[config.mk]
export PLATFORM = sky130hd
export DESIGN_NAME = brick_field_ctrl
export DESIGN_NICKNAME = d
export VERILOG_FILES = /design/src/rtl/brick_pkg.sv /design/src/rtl/brick_locate.sv /design/src/rtl/brick_field_ctrl.sv
export SDC_FILE = /design/constraint.sdc
export NUM_CORES = 1
export LEC_CHECK = 0
export CAP_MARGIN = 15
export CORE_MARGIN = 2
export CORE_UTILIZATION = 53
export DETAILED_ROUTE_END_ITERATION = 8
export DONT_BUFFER_PORTS = 1
export GPL_ROUTABILITY_DRIVEN = 0
export HOLD_SLACK_MARGIN = 0.08
export PLACE_DENSITY_LB_ADDON = 0.12
export SLEW_MARGIN = 40
export SYNTH_ARGS = -nofsm -noshare
export SYNTH_HDL_FRONTEND = slang
export SYNTH_SLANG_ARGS = --single-unit
[constraint.sdc]
create_clock -name clk -period 4.4 [get_ports clk]
set_clock_uncertainty 0.1 [all_clocks]
set_input_delay 0.44 -clock clk [delete_from_list [all_inputs] [get_ports clk]]
set_output_delay 0.44 -clock clk [all_outputs]
set_load 0.005 [all_outputs]
[src/rtl/brick_pkg.sv]
// Shared constants, widths and FSM state type for the brick field controller.
package brick_pkg;

    localparam int unsigned ROWS         = 5;
    localparam int unsigned COLS         = 10;
    localparam int unsigned BRICK_W_LOG2 = 6;
    localparam int unsigned BRICK_H_LOG2 = 4;
    localparam int unsigned FIELD_Y0     = 32;
    localparam int unsigned NB           = ROWS * COLS;

    localparam int unsigned FIELD_W      = COLS << BRICK_W_LOG2;
    localparam int unsigned FIELD_H      = ROWS << BRICK_H_LOG2;

    localparam int unsigned XY_W         = 10;
    localparam int unsigned ROW_W        = 3;
    localparam int unsigned COL_W        = 4;
    localparam int unsigned IDX_W        = 6;
    localparam int unsigned LEFT_W       = 6;
    localparam int unsigned SCORE_W      = 16;
    localparam int unsigned LEVEL_W      = 4;

    typedef enum logic [2:0] {
        ST_IDLE,
        ST_LOOKUP,
        ST_UPDATE,
        ST_DONE,
        ST_REFILL
    } state_t;

endpackage

[src/rtl/brick_locate.sv]
// Maps a pixel coordinate onto the brick grid: in-field flag, row, column, flat index.
module brick_locate
    import brick_pkg::*;
(
    input  logic [XY_W-1:0]  i_x,
    input  logic [XY_W-1:0]  i_y,
    output logic             o_in_field,
    output logic [ROW_W-1:0] o_row,
    output logic [COL_W-1:0] o_col,
    output logic [IDX_W-1:0] o_idx
);

    logic [XY_W-1:0] w_dy;

    // Offset into the field; wraps when above it, but o_in_field masks that case.
    assign w_dy       = i_y - XY_W'(FIELD_Y0);
    assign o_in_field = (i_y >= XY_W'(FIELD_Y0))
                     && (i_y <  XY_W'(FIELD_Y0 + FIELD_H))
                     && (i_x <  XY_W'(FIELD_W));
    assign o_row      = ROW_W'(w_dy >> BRICK_H_LOG2);
    assign o_col      = COL_W'(i_x >> BRICK_W_LOG2);
    assign o_idx      = IDX_W'(o_row) * IDX_W'(COLS) + IDX_W'(o_col);

endmodule

[src/rtl/brick_field_ctrl.sv]
// Brick wall state: collision queries, kill/score bookkeeping, level refill, pixel lookup.
module brick_field_ctrl
    import brick_pkg::*;
(
    input  logic               clk,
    input  logic               reset,
    input  logic               hit_req,
    input  logic [XY_W-1:0]    ball_x,
    input  logic [XY_W-1:0]    ball_y,
    input  logic               new_level,
    output logic               busy,
    output logic               hit_valid,
    output logic               hit,
    output logic [ROW_W-1:0]   hit_row,
    output logic [COL_W-1:0]   hit_col,
    output logic [SCORE_W-1:0] score,
    output logic [LEFT_W-1:0]  bricks_left,
    output logic [LEVEL_W-1:0] level,
    output logic               level_clear,
    input  logic [XY_W-1:0]    pix_x,
    input  logic [XY_W-1:0]    pix_y,
    output logic               pix_brick_on
);

    state_t              r_state;
    logic [NB-1:0]       r_alive;
    logic [LEFT_W-1:0]   r_bricks_left;
    logic [SCORE_W-1:0]  r_score;
    logic [LEVEL_W-1:0]  r_level;
    logic                r_refill_pending;
    logic                r_busy;
    logic                r_hit_valid;
    logic                r_hit;
    logic [ROW_W-1:0]    r_hit_row;
    logic [COL_W-1:0]    r_hit_col;
    logic                r_level_clear;
    logic                r_pix_brick_on;

    logic [XY_W-1:0]     r_qx;
    logic [XY_W-1:0]     r_qy;
    logic                r_q_in_field;
    logic [ROW_W-1:0]    r_q_row;
    logic [COL_W-1:0]    r_q_col;
    logic [IDX_W-1:0]    r_q_idx;

    logic                w_q_in_field;
    logic [ROW_W-1:0]    w_q_row;
    logic [COL_W-1:0]    w_q_col;
    logic [IDX_W-1:0]    w_q_idx;

    logic                w_p_in_field;
    logic [ROW_W-1:0]    w_p_row;
    logic [COL_W-1:0]    w_p_col;
    logic [IDX_W-1:0]    w_p_idx;

    brick_locate u_loc_query (
        .i_x        (r_qx),
        .i_y        (r_qy),
        .o_in_field (w_q_in_field),
        .o_row      (w_q_row),
        .o_col      (w_q_col),
        .o_idx      (w_q_idx)
    );

    brick_locate u_loc_pix (
        .i_x        (pix_x),
        .i_y        (pix_y),
        .o_in_field (w_p_in_field),
        .o_row      (w_p_row),
        .o_col      (w_p_col),
        .o_idx      (w_p_idx)
    );

    // Query/refill sequencer; refill work lands on the IDLE->REFILL edge.
    always_ff @(posedge clk) begin
        if (reset) begin
            r_state          <= ST_IDLE;
            r_alive          <= '1;
            r_bricks_left    <= LEFT_W'(NB);
            r_score          <= '0;
            r_level          <= '0;
            r_refill_pending <= 1'b0;
            r_busy           <= 1'b0;
            r_hit_valid      <= 1'b0;
            r_hit            <= 1'b0;
            r_hit_row        <= '0;
            r_hit_col        <= '0;
            r_level_clear    <= 1'b0;
            r_qx             <= '0;
            r_qy             <= '0;
            r_q_in_field     <= 1'b0;
            r_q_row          <= '0;
            r_q_col          <= '0;
            r_q_idx          <= '0;
        end else begin
            r_hit_valid   <= 1'b0;
            r_level_clear <= 1'b0;
            if (new_level) begin
                r_refill_pending <= 1'b1;
            end
            case (r_state)
                ST_IDLE: begin
                    if (r_refill_pending) begin
                        r_alive       <= '1;
                        r_bricks_left <= LEFT_W'(NB);
                        r_level       <= r_level + LEVEL_W'(1);
                        if (!new_level) begin
                            r_refill_pending <= 1'b0;
                        end
                        r_busy  <= 1'b1;
                        r_state <= ST_REFILL;
                    end else if (hit_req) begin
                        r_qx    <= ball_x;
                        r_qy    <= ball_y;
                        r_busy  <= 1'b1;
                        r_state <= ST_LOOKUP;
                    end
                end
                ST_LOOKUP: begin
                    r_q_in_field <= w_q_in_field;
                    r_q_row      <= w_q_row;
                    r_q_col      <= w_q_col;
                    r_q_idx      <= w_q_idx;
                    r_state      <= ST_UPDATE;
                end
                ST_UPDATE: begin
                    if (r_q_in_field && r_alive[r_q_idx]) begin
                        r_alive[r_q_idx] <= 1'b0;
                        r_bricks_left    <= r_bricks_left - LEFT_W'(1);
                        if (r_score != '1) begin
                            r_score <= r_score + SCORE_W'(1);
                        end
                        r_hit     <= 1'b1;
                        r_hit_row <= r_q_row;
                        r_hit_col <= r_q_col;
                        if (r_bricks_left == LEFT_W'(1)) begin
                            r_level_clear    <= 1'b1;
                            r_refill_pending <= 1'b1;
                        end
                    end else begin
                        r_hit <= 1'b0;
                    end
                    r_hit_valid <= 1'b1;
                    r_state     <= ST_DONE;
                end
                ST_DONE: begin
                    r_busy  <= 1'b0;
                    r_state <= ST_IDLE;
                end
                ST_REFILL: begin
                    r_busy  <= 1'b0;
                    r_state <= ST_IDLE;
                end
                default: begin
                    r_busy  <= 1'b0;
                    r_state <= ST_IDLE;
                end
            endcase
        end
    end

    // Renderer lookup, one cycle behind the pixel coordinate.
    always_ff @(posedge clk) begin
        if (reset) begin
            r_pix_brick_on <= 1'b0;
        end else begin
            r_pix_brick_on <= w_p_in_field && r_alive[w_p_idx];
        end
    end

    assign busy         = r_busy;
    assign hit_valid    = r_hit_valid;
    assign hit          = r_hit;
    assign hit_row      = r_hit_row;
    assign hit_col      = r_hit_col;
    assign score        = r_score;
    assign bricks_left  = r_bricks_left;
    assign level        = r_level;
    assign level_clear  = r_level_clear;
    assign pix_brick_on = r_pix_brick_on;

endmodule

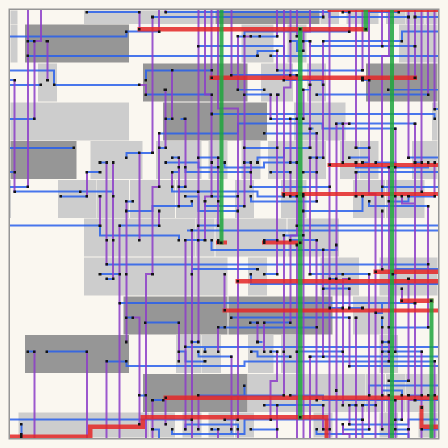
run_1/closeup.png
Window x 39 to 69, y 39 to 69 µm. Cells in grey, sequential cells in the stronger grey; small squares are vias.
| colour | layer |
|---|---|
| purple | M2 |
| green | M4 |
| blue | M1 |
| red | M3 |
most frequent: nor2_1 (14), dfxtp_1 (9), nand2_1 (5)
netlist names of flops here include: `r_alive` (6), `bricks_left` (2)
sequential cells in the window: 9
cells with their middle in the window: 57

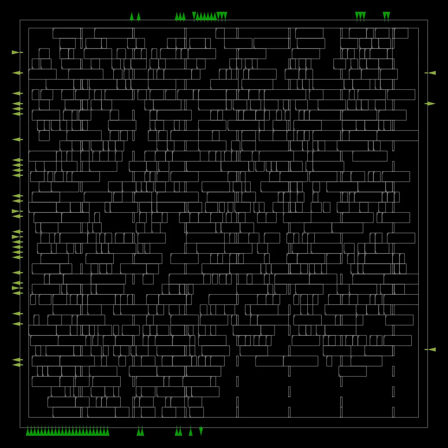
run_1/placed.png
sequential fraction of total cell area: 35.08%
utilization after layout: 61.35%

==> run_summary.xml, run 1 <==
<?xml version="1.0" encoding="UTF-8"?>
<metrics>
  <group name="sta">
    <metric name="tns" unit="ns">0</metric>
    <metric name="fmax" unit="MHz">281.2</metric>
    <metric name="grt_setup_unrepaired" unit="">no</metric>
    <metric name="max_slew_margin" unit="%">45.08</metric>
    <metric name="final.period_utilization" unit="%">80.81</metric>
    <metric name="post-route-worst-setup-slack" unit="ns">0.8442</metric>
    <metric name="timing.final.setup_violations" unit="">0</metric>
    <metric name="slew_violations" unit="">0</metric>
    <metric name="timing.final.crit_period" unit="ns">3.556</metric>
    <metric name="final_hold_viol_count" unit="">0</metric>
    <metric name="timing_worst_slew_pin_value" unit="ns">0.8238</metric>
  </group>
  <group name="clock_tree">
    <metric name="max_root_sink_buffers" unit="">2</metric>
    <metric name="cts_hold_buffers" unit="">15</metric>
    <metric name="worstSkewPairLatency" unit="ns">0.54</metric>
    <metric name="post_cts_resized" unit="">0</metric>
    <metric name="cts_buffer_count" unit="">17</metric>
    <metric name="tritoncts" unit="">yes</metric>
    <metric name="cts_num_sinks" unit="">115</metric>
    <metric name="total_number_of_h_tree_levels" unit="">4</metric>
    <metric name="cts.clk_slew.worst_paths" unit="ns">0.06</metric>
    <metric name="root_buffer" unit="">clkbuf_8</metric>
    <metric name="cts_setup_buffers" unit="">0</metric>
  </group>
  <group name="logic_synthesis">
    <metric name="yosysTopAreaCellShare" unit="%">39.98</metric>
    <metric name="most_common_cell" unit="">dfxtp_1</metric>
    <metric name="ys_async_sr_fraction" unit="%">0</metric>
    <metric name="ys_seq_elements" unit="">115</metric>
    <metric name="synth.yosys.num_cells" unit="">650</metric>
    <metric name="yosys.area.top_type" unit="">dfxtp_1</metric>
    <metric name="post_synth_main_area_contributors" unit="">dfxtp_1, nor2_1, mux4_2, a21oi_1, mux2i_1</metric>
    <metric name="register_share_after_synthesis" unit="%">39.98</metric>
    <metric name="synth.lib_cells_used.distinct" unit="">59</metric>
    <metric name="yosys_warnings" unit="">0</metric>
    <metric name="syn-mean-instance-area" unit="µm²">8.858</metric>
    <metric name="syn_inst" unit="">650</metric>
    <metric name="ys_area" unit="µm²">5758</metric>
    <metric name="synth_nets" unit="">710</metric>
    <metric name="ff_type" unit="">dfxtp_1</metric>
    <metric name="synth_area" unit="µm²">5758</metric>
    <metric name="number_of_flops_mapped_to_enable_cells_by_yosys" unit="">0</metric>
    <metric name="top_cell_types_by_occurrence_after_synthesis" unit="">dfxtp_1, nor2_1, a21oi_1</metric>
  </group>
  <group name="power">
    <metric name="power_density" unit="nW/µm²">418.5</metric>
    <metric name="power.ir.vdd_worst" unit="µV">327.6</metric>
    <metric name="leakagePower" unit="µW">0.002432</metric>
  </group>
  <group name="critical_path">
    <metric name="critPathKind" unit="">flop to flop</metric>
    <metric name="cp_data_arrival_time" unit="ns">3.88</metric>
    <metric name="cp_num_buf_inv" unit="">1</metric>
    <metric name="reg2regPathDepth" unit="">8</metric>
    <metric name="required" unit="ns">4.72</metric>
    <metric name="worst_setup_path_endpoint" unit="">hit_col[3]</metric>
    <metric name="cp_top_family" unit="">flip-flops</metric>
    <metric name="crit_path_end_kind" unit="">flop</metric>
    <metric name="critical_path.reg2reg.endpoint" unit="">hit_col[3]</metric>
    <metric name="worstPathMaxFanout" unit="">19</metric>
    <metric name="crit_path_top_delay_cell" unit="">dfxtp_1</metric>
    <metric name="worstReg2RegStart" unit="">r_q_idx[1]</metric>
    <metric name="setup.reg_to_reg.worst_slack" unit="ns">0.84</metric>
    <metric name="max_stage_delay" unit="ns">0.80</metric>
    <metric name="cell_by_cell_trace_of_the_critical_path" unit="">mux2i_1 -&gt; mux4_2 -&gt; nor2_1 -&gt; or4_4 -&gt; o31ai_4 -&gt; buf_4 -&gt; mux2i_1 -&gt; nor2_1</metric>
    <metric name="cp-startpoint" unit="">r_q_idx[1]</metric>
    <metric name="critPathLaunchType" unit="">flop</metric>
    <metric name="critical_path_depth" unit="">8</metric>
  </group>
  <group name="global_route">
    <metric name="grt_first_pass_wirelength" unit="µm">22630</metric>
    <metric name="largest_net_degree_at_the_start_of_global_routing" unit="">69</metric>
    <metric name="grt_antenna_before_repair" unit="">0</metric>
    <metric name="gr_layer_usage_met3" unit="%">9.042</metric>
    <metric name="globalRouteTotalUtil" unit="%">25.36</metric>
    <metric name="groute.layer.met1.usage" unit="%">31.32</metric>
    <metric name="groute.layer.met2.usage" unit="%">40.66</metric>
    <metric name="grt_pass1_vias" unit="">4598</metric>
    <metric name="grt_busiest_layer" unit="">met2</metric>
    <metric name="grt.overflow.total" unit="">0</metric>
  </group>
  <group name="final_layout">
    <metric name="layout-area-overhead-vs-synth" unit="%">13.97</metric>
    <metric name="layout_top_cell_excl_fill_tap" unit="">dfxtp_1</metric>
    <metric name="most_frequent_cells_in_the_layout" unit="">dfxtp_1, nor2_1, a21oi_1, nand2_1, mux2i_1</metric>
    <metric name="final.fill_count" unit="">937</metric>
    <metric name="num-nets-final" unit="">706</metric>
    <metric name="seq_area" unit="µm²">2302</metric>
    <metric name="antennaDiodeCount" unit="">0</metric>
    <metric name="final_layout_size_suffix_gt1_share" unit="%">11.57</metric>
    <metric name="combGateArea" unit="µm²">3254</metric>
    <metric name="post-route-cell-area" unit="µm²">6563</metric>
  </group>
  <group name="die">
    <metric name="top_level_ports" unit="">82</metric>
    <metric name="floorplan_utilization" unit="%">53.82</metric>
    <metric name="die_h" unit="µm">108.2</metric>
    <metric name="coreArea" unit="µm²">10700</metric>
    <metric name="horizontal_die_dimension" unit="µm">108.2</metric>
    <metric name="die-area" unit="µm²">11710</metric>
    <metric name="std_cell_rows" unit="">38</metric>
  </group>
  <group name="detailed_routing">
    <metric name="drc_errors" unit="">0</metric>
    <metric name="postRouteWirelength" unit="µm">13760</metric>
    <metric name="drt-vias-per-instance" unit="">5.918</metric>
    <metric name="drtIter0Drc" unit="">211</metric>
    <metric name="wl_per_cell" unit="µm">17.26</metric>
    <metric name="ant_nets" unit="">0</metric>
    <metric name="num_vias" unit="">4717</metric>
    <metric name="dr.pass1.iters" unit="">4</metric>
  </group>
  <group name="hold_path">
    <metric name="hold_path_class" unit="">primary input to flop</metric>
    <metric name="min_delay_worst_endpoint" unit="">r_state[0]</metric>
    <metric name="whs_path_depth" unit="">3</metric>
    <metric name="start_point_of_the_worst_min_delay_path" unit="">hit_req</metric>
  </group>
  <group name="run">
    <metric name="timing.max_cap.violations" unit="">0</metric>
    <metric name="warning_count" unit="">48</metric>
  </group>
  <group name="placement">
    <metric name="post_place_setup_slack" unit="ns">0.8588</metric>
    <metric name="placed_area" unit="µm²">5814</metric>
    <metric name="detailedPlacementHpwl" unit="µm">9054</metric>
    <metric name="place.port_buffers" unit="">0</metric>
  </group>
  <group name="status">
    <metric name="status" unit="">completed</metric>
  </group>
</metrics>
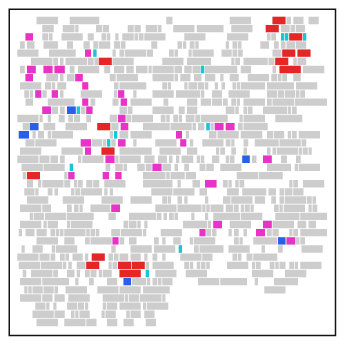
run_1/gates.png
Drawn at 3 px/µm.
| colour | family | cells |
|---|---|---|
| magenta | and/or cells | 38 |
| cyan | inv cells | 12 |
| red | fa/ha/maj cells | 16 |
| blue | non-inverting ao/oa cells | 6 |

## run 1: metrics by stage
stage / instances / total power (µW) / hold WS (ns) / utilization (%)
4_1_cts: 797 / 2759 / 0.08410 / 61.35
5_1_grt: 797 / 2848 / 0.1119 / 61.35
2_1_floorplan: 650 / 1336 / 0.3315 / -
3_3_place_gp: 752 / 1374 / 0.3396 / 54.08
3_5_place_dp: 752 / 1384 / 0.3494 / 54.35
6_report: 797 / 2746 / 0.09997 / 61.35
## run 1: final cells by class
type | instances | share of cell area, %
flip-flops and latches | 115 | 35.08
multi-input cells | 480 | 49.59
repair buffers | 20 | 3.127
inverters | 12 | 0.6864
clock inverters | 9 | 2.002
well taps | 140 | 2.669
clock buffers | 21 | 6.845
## run 1: report_power, final
| group | internal (µW) | switching, µW | total, µW |
|---|---|---|---|
| combinational | 121 | 167 | 288 |
| clock | 884 | 479 | 1360 |
| sequential | 1060 | 32.9 | 1100 |
| total | 2070 | 679 | 2750 |
## run 1: cell families after synthesis
logic type,count (synthesis),synth area share [%]
xor gates and xnor gates,13,1.977
DFF,115,39.98
adders and majority gates,16,3.738
AOI/OAI and AO/OA,121,12.80
muxes,60,14.34
and+or+nand+nor,270,22.99
buffers and inverters,55,4.172
## run 1: sequential cells by signal (all words and copies together) (netlist names)
register          count
r_q_col               4
hit_valid             1
bricks_left           6
r_q_in_field          1
r_alive              50
score                16
busy                  1
hit                   1
r_q_row               3
level                 4
r_state               3
r_qx                  4
hit_col               4
r_q_idx               5
r_qy                  6
hit_row               3
r_refill_pending      1
level_clear           1
pix_brick_on          1
## run 1: per-layer routing
metal | wire, µm | vias up
met4 | 236 | 0
li1 | - | 2302
met5 | 0 | -
met1 | 5730 | 2250
met2 | 6754 | 148
met3 | 1036 | 17
run_1/layers.png
Drawn at 3 px/µm. Only two layers are drawn.
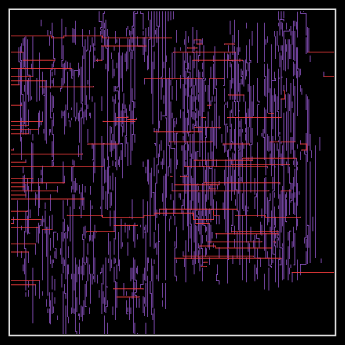

## Run 2: what changed since run 1
==> constraint.sdc (replaced) <==
create_clock -name clk -period 3.7 [get_ports clk]
set_clock_uncertainty 0.1 [all_clocks]
set_input_delay 0.37 -clock clk [delete_from_list [all_inputs] [get_ports clk]]
set_output_delay 0.37 -clock clk [all_outputs]
set_load 0.005 [all_outputs]
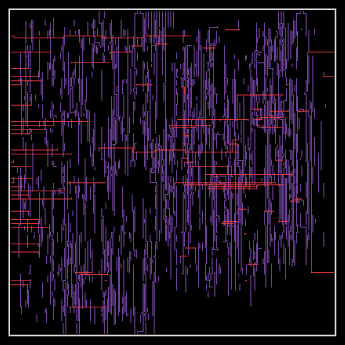
run_2/layers.png
Drawn at 3 px/µm. Only two layers are drawn.
| colour | layer | wire length |
|---|---|---|
| purple | M2 | 6920 µm |
| red | M3 | 763 µm |

==> run 2 against run 1 <==
Compared with the run above:
- non-clock buffer count increased by 12
- utilization increased by 1.0 points
- sequential power increased by about 20%
- global-route usage increased by 0.26 points
- total power increased by 22%
- critical endpoint is now score[9]
- synthesized area unchanged
- count of clock-buffer cells in the layout increased by 1
- largest power group unchanged
- combinational power increased by 23%
- worst setup slack got worse by 0.50 ns
- sequential share of layout area decreased by 0.54 points
==> run_summary.xml, run 2 <==
<?xml version="1.0" encoding="UTF-8"?>
<metrics>
  <group name="clock_tree">
    <metric name="max_root_sink_buffers" unit="">2</metric>
    <metric name="cts_num_sinks" unit="">115</metric>
    <metric name="root_buffer" unit="">clkbuf_8</metric>
    <metric name="cts_setup_buffers" unit="">0</metric>
    <metric name="tritoncts" unit="">yes</metric>
    <metric name="cts_buffer_count" unit="">17</metric>
    <metric name="total_number_of_h_tree_levels" unit="">4</metric>
    <metric name="cts.clk_slew.worst_paths" unit="ns">0.06</metric>
    <metric name="worstSkewPairLatency" unit="ns">0.53</metric>
  </group>
  <group name="logic_synthesis">
    <metric name="synth_nets" unit="">710</metric>
    <metric name="ys_area" unit="µm²">5758</metric>
    <metric name="ys_seq_elements" unit="">115</metric>
    <metric name="most_common_cell" unit="">dfxtp_1</metric>
    <metric name="yosys_warnings" unit="">0</metric>
    <metric name="yosys.area.top_type" unit="">dfxtp_1</metric>
    <metric name="yosysTopAreaCellShare" unit="%">39.98</metric>
    <metric name="register_share_after_synthesis" unit="%">39.98</metric>
    <metric name="ff_type" unit="">dfxtp_1</metric>
    <metric name="synth.lib_cells_used.distinct" unit="">59</metric>
    <metric name="synth.yosys.num_cells" unit="">650</metric>
    <metric name="number_of_flops_mapped_to_enable_cells_by_yosys" unit="">0</metric>
    <metric name="synth_area" unit="µm²">5758</metric>
    <metric name="syn_inst" unit="">650</metric>
    <metric name="top_cell_types_by_occurrence_after_synthesis" unit="">dfxtp_1, nor2_1, a21oi_1</metric>
    <metric name="post_synth_main_area_contributors" unit="">dfxtp_1, nor2_1, mux4_2, a21oi_1, mux2i_1</metric>
    <metric name="ys_async_sr_fraction" unit="%">0</metric>
  </group>
  <group name="final_layout">
    <metric name="final.fill_count" unit="">917</metric>
    <metric name="layout-area-overhead-vs-synth" unit="%">15.88</metric>
    <metric name="combGateArea" unit="µm²">3237</metric>
    <metric name="dominant_kind_of_cell" unit="">logic gates</metric>
    <metric name="largest_reg_flops" unit="">50</metric>
    <metric name="num-nonclk-buffers" unit="">32</metric>
    <metric name="regMostFlops" unit="">r_alive</metric>
    <metric name="seq_area" unit="µm²">2305</metric>
    <metric name="comb_area_share" unit="%">48.51</metric>
    <metric name="most_frequent_cells_in_the_layout" unit="">dfxtp_1, nor2_1, a21oi_1, nand2_1, mux2i_1</metric>
    <metric name="antennaDiodeCount" unit="">0</metric>
    <metric name="flop-count" unit="">115</metric>
    <metric name="num-nets-final" unit="">718</metric>
    <metric name="clock_buffers" unit="">22</metric>
    <metric name="layout_top_cell_excl_fill_tap" unit="">dfxtp_1</metric>
    <metric name="nNonClkInverters" unit="">12</metric>
    <metric name="logic_gates" unit="">480</metric>
    <metric name="final-clk-cell-share" unit="%">9.113</metric>
    <metric name="signal_buffer_area_fraction" unit="%">4.538</metric>
    <metric name="seq_area_share" unit="%">34.54</metric>
  </group>
  <group name="sta">
    <metric name="timing.final.crit_period" unit="ns">3.357</metric>
    <metric name="final.period_utilization" unit="%">90.73</metric>
    <metric name="post-route-worst-setup-slack" unit="ns">0.3429</metric>
    <metric name="grt_setup_unrepaired" unit="">no</metric>
    <metric name="tns" unit="ns">0</metric>
    <metric name="fmax" unit="MHz">297.9</metric>
    <metric name="timing.final.setup_violations" unit="">0</metric>
    <metric name="max_slew_margin" unit="%">52.04</metric>
    <metric name="timing_worst_slew_pin_value" unit="ns">0.7168</metric>
  </group>
  <group name="placement">
    <metric name="post_place_setup_slack" unit="ns">0.4433</metric>
    <metric name="detailedPlacementHpwl" unit="µm">9574</metric>
    <metric name="place.port_buffers" unit="">0</metric>
  </group>
  <group name="detailed_routing">
    <metric name="routed-wl-met2" unit="µm">6923</metric>
    <metric name="wl_per_cell" unit="µm">17.46</metric>
    <metric name="postRouteWirelength" unit="µm">14160</metric>
    <metric name="dr_wl_met3" unit="µm">762</metric>
    <metric name="drt-vias-per-instance" unit="">5.883</metric>
    <metric name="drtIter0Drc" unit="">326</metric>
    <metric name="num_vias" unit="">4771</metric>
    <metric name="top_signal_layer_used" unit="">met4</metric>
    <metric name="route.layer.met1.wl" unit="µm">6077</metric>
    <metric name="drc_errors" unit="">0</metric>
    <metric name="dr.pass1.iters" unit="">5</metric>
    <metric name="ant_nets" unit="">0</metric>
  </group>
  <group name="global_route">
    <metric name="globalRouteTotalUtil" unit="%">25.62</metric>
    <metric name="gr_layer_usage_met3" unit="%">6.872</metric>
    <metric name="grt.overflow.total" unit="">0</metric>
    <metric name="grt_busiest_layer" unit="">met2</metric>
    <metric name="grt_first_pass_wirelength" unit="µm">23050</metric>
    <metric name="groute.layer.met2.usage" unit="%">41.96</metric>
    <metric name="largest_net_degree_at_the_start_of_global_routing" unit="">69</metric>
    <metric name="grt_antenna_before_repair" unit="">0</metric>
    <metric name="groute.layer.met1.usage" unit="%">31.81</metric>
  </group>
  <group name="critical_path">
    <metric name="reg2regPathDepth" unit="">10</metric>
    <metric name="cp_data_arrival_time" unit="ns">3.73</metric>
    <metric name="crit_path_top_delay_cell" unit="">dfxtp_2</metric>
    <metric name="cp_top_family" unit="">buffers and inverters</metric>
    <metric name="critical_path.reg2reg.endpoint" unit="">score[9]</metric>
    <metric name="setup.reg_to_reg.worst_slack" unit="ns">0.34</metric>
    <metric name="crit_path_end_kind" unit="">flop</metric>
    <metric name="required" unit="ns">4.07</metric>
    <metric name="critPathKind" unit="">flop to flop</metric>
    <metric name="worstReg2RegStart" unit="">r_q_idx[1]</metric>
    <metric name="worstPathMaxFanout" unit="">20</metric>
    <metric name="cp_num_buf_inv" unit="">3</metric>
    <metric name="critPathLaunchType" unit="">flop</metric>
    <metric name="max_stage_delay" unit="ns">0.58</metric>
  </group>
  <group name="die">
    <metric name="coreArea" unit="µm²">10700</metric>
    <metric name="std_cell_rows" unit="">38</metric>
    <metric name="top_level_ports" unit="">82</metric>
    <metric name="horizontal_die_dimension" unit="µm">108.2</metric>
    <metric name="floorplan_utilization" unit="%">53.82</metric>
    <metric name="die_h" unit="µm">108.2</metric>
    <metric name="die-area" unit="µm²">11710</metric>
    <metric name="nWellTaps" unit="">140</metric>
  </group>
  <group name="power">
    <metric name="power.ir.vdd_worst" unit="µV">385.3</metric>
    <metric name="intPower" unit="µW">2536</metric>
    <metric name="comb_power_share" unit="%">10.6</metric>
    <metric name="power.sequential.fraction" unit="%">38.9</metric>
    <metric name="sequentialPower" unit="µW">1300</metric>
    <metric name="comb-power" unit="µW">355</metric>
    <metric name="clockPowerShare" unit="%">50.5</metric>
    <metric name="clock_net_power" unit="µW">1690</metric>
    <metric name="leakagePower" unit="µW">0.002506</metric>
    <metric name="switching_share" unit="%">24.23</metric>
    <metric name="power_switching" unit="µW">811.1</metric>
    <metric name="power_density" unit="nW/µm²">501.7</metric>
  </group>
  <group name="run">
    <metric name="warning_count" unit="">48</metric>
    <metric name="timing.max_cap.violations" unit="">0</metric>
  </group>
  <group name="hold_path">
    <metric name="whs_path_depth" unit="">3</metric>
    <metric name="start_point_of_the_worst_min_delay_path" unit="">reset</metric>
    <metric name="hold_path_class" unit="">primary input to flop</metric>
  </group>
  <group name="status">
    <metric name="status" unit="">completed</metric>
  </group>
</metrics>
==> run 2: cell count changes in the layout (fill, tap and decap cells not counted), moves of 2 or more <==
cell,previous run,this run
buf_4,5,14
dlygate4sd3_1,14,17
nor3_1,6,9
nor3_2,5,2
clkinv_2,2,4
dfxtp_1,115,113
dfxtp_2,0,2
==> run 2: cell families (layout without fill, tap and decap cells) <==
kind of cell,after synthesis,in the layout,synth area share (%)
AND/OR/NAND/NOR,270,270,22.99
AND-OR/OR-AND,121,121,12.80
flip-flops,115,115,39.98
multiplexers,60,60,14.34
buffers and inverters,55,76,4.172
adder cells (fa/ha/maj),16,16,3.738
XOR/XNOR,13,13,1.977
==> run 2: how the worst max path moves through the flow <==
stage / from / to / depth (start not counted)
after floorplan: r_q_idx[2] / score[10] / 8
after global placement: r_q_idx[1] / r_alive[6] / 9
after detailed placement: r_q_idx[1] / r_alive[0] / 9
after CTS: r_q_idx[1] / score[9] / 10
after global routing: r_q_idx[1] / score[9] / 10
final: r_q_idx[1] / score[9] / 10
==> run 2: per-stage QoR <==
| stage | cell area [µm²] | util (%) | std cells | power (µW) | hold slack, ns |
|---|---|---|---|---|---|
| 2_1_floorplan | 5758 | - | 650 | 1588 | 0.3315 |
| 3_3_place_gp | 5853 | 54.71 | 761 | 1640 | 0.3413 |
| 3_5_place_dp | 5864 | 54.82 | 761 | 1651 | 0.3460 |
| 4_1_cts | 6670 | 62.35 | 811 | 3365 | 0.1786 |
| 5_1_grt | 6673 | 62.37 | 811 | 3467 | 0.2226 |
| 6_report | 6673 | 62.37 | 811 | 3347 | 0.1928 |
==> run 2: timing repair <==
| action | 4_1_cts | 5_1_grt |
|---|---|---|
| endpoints found under the hold margin | 61 | 0 |
| gates resized | 0 | 2 |
| hold buffers | 18 | 0 |
| endpoints found under the setup margin | 0 | 1 |
No activity file was given, so power comes from the tool's default toggle rates.
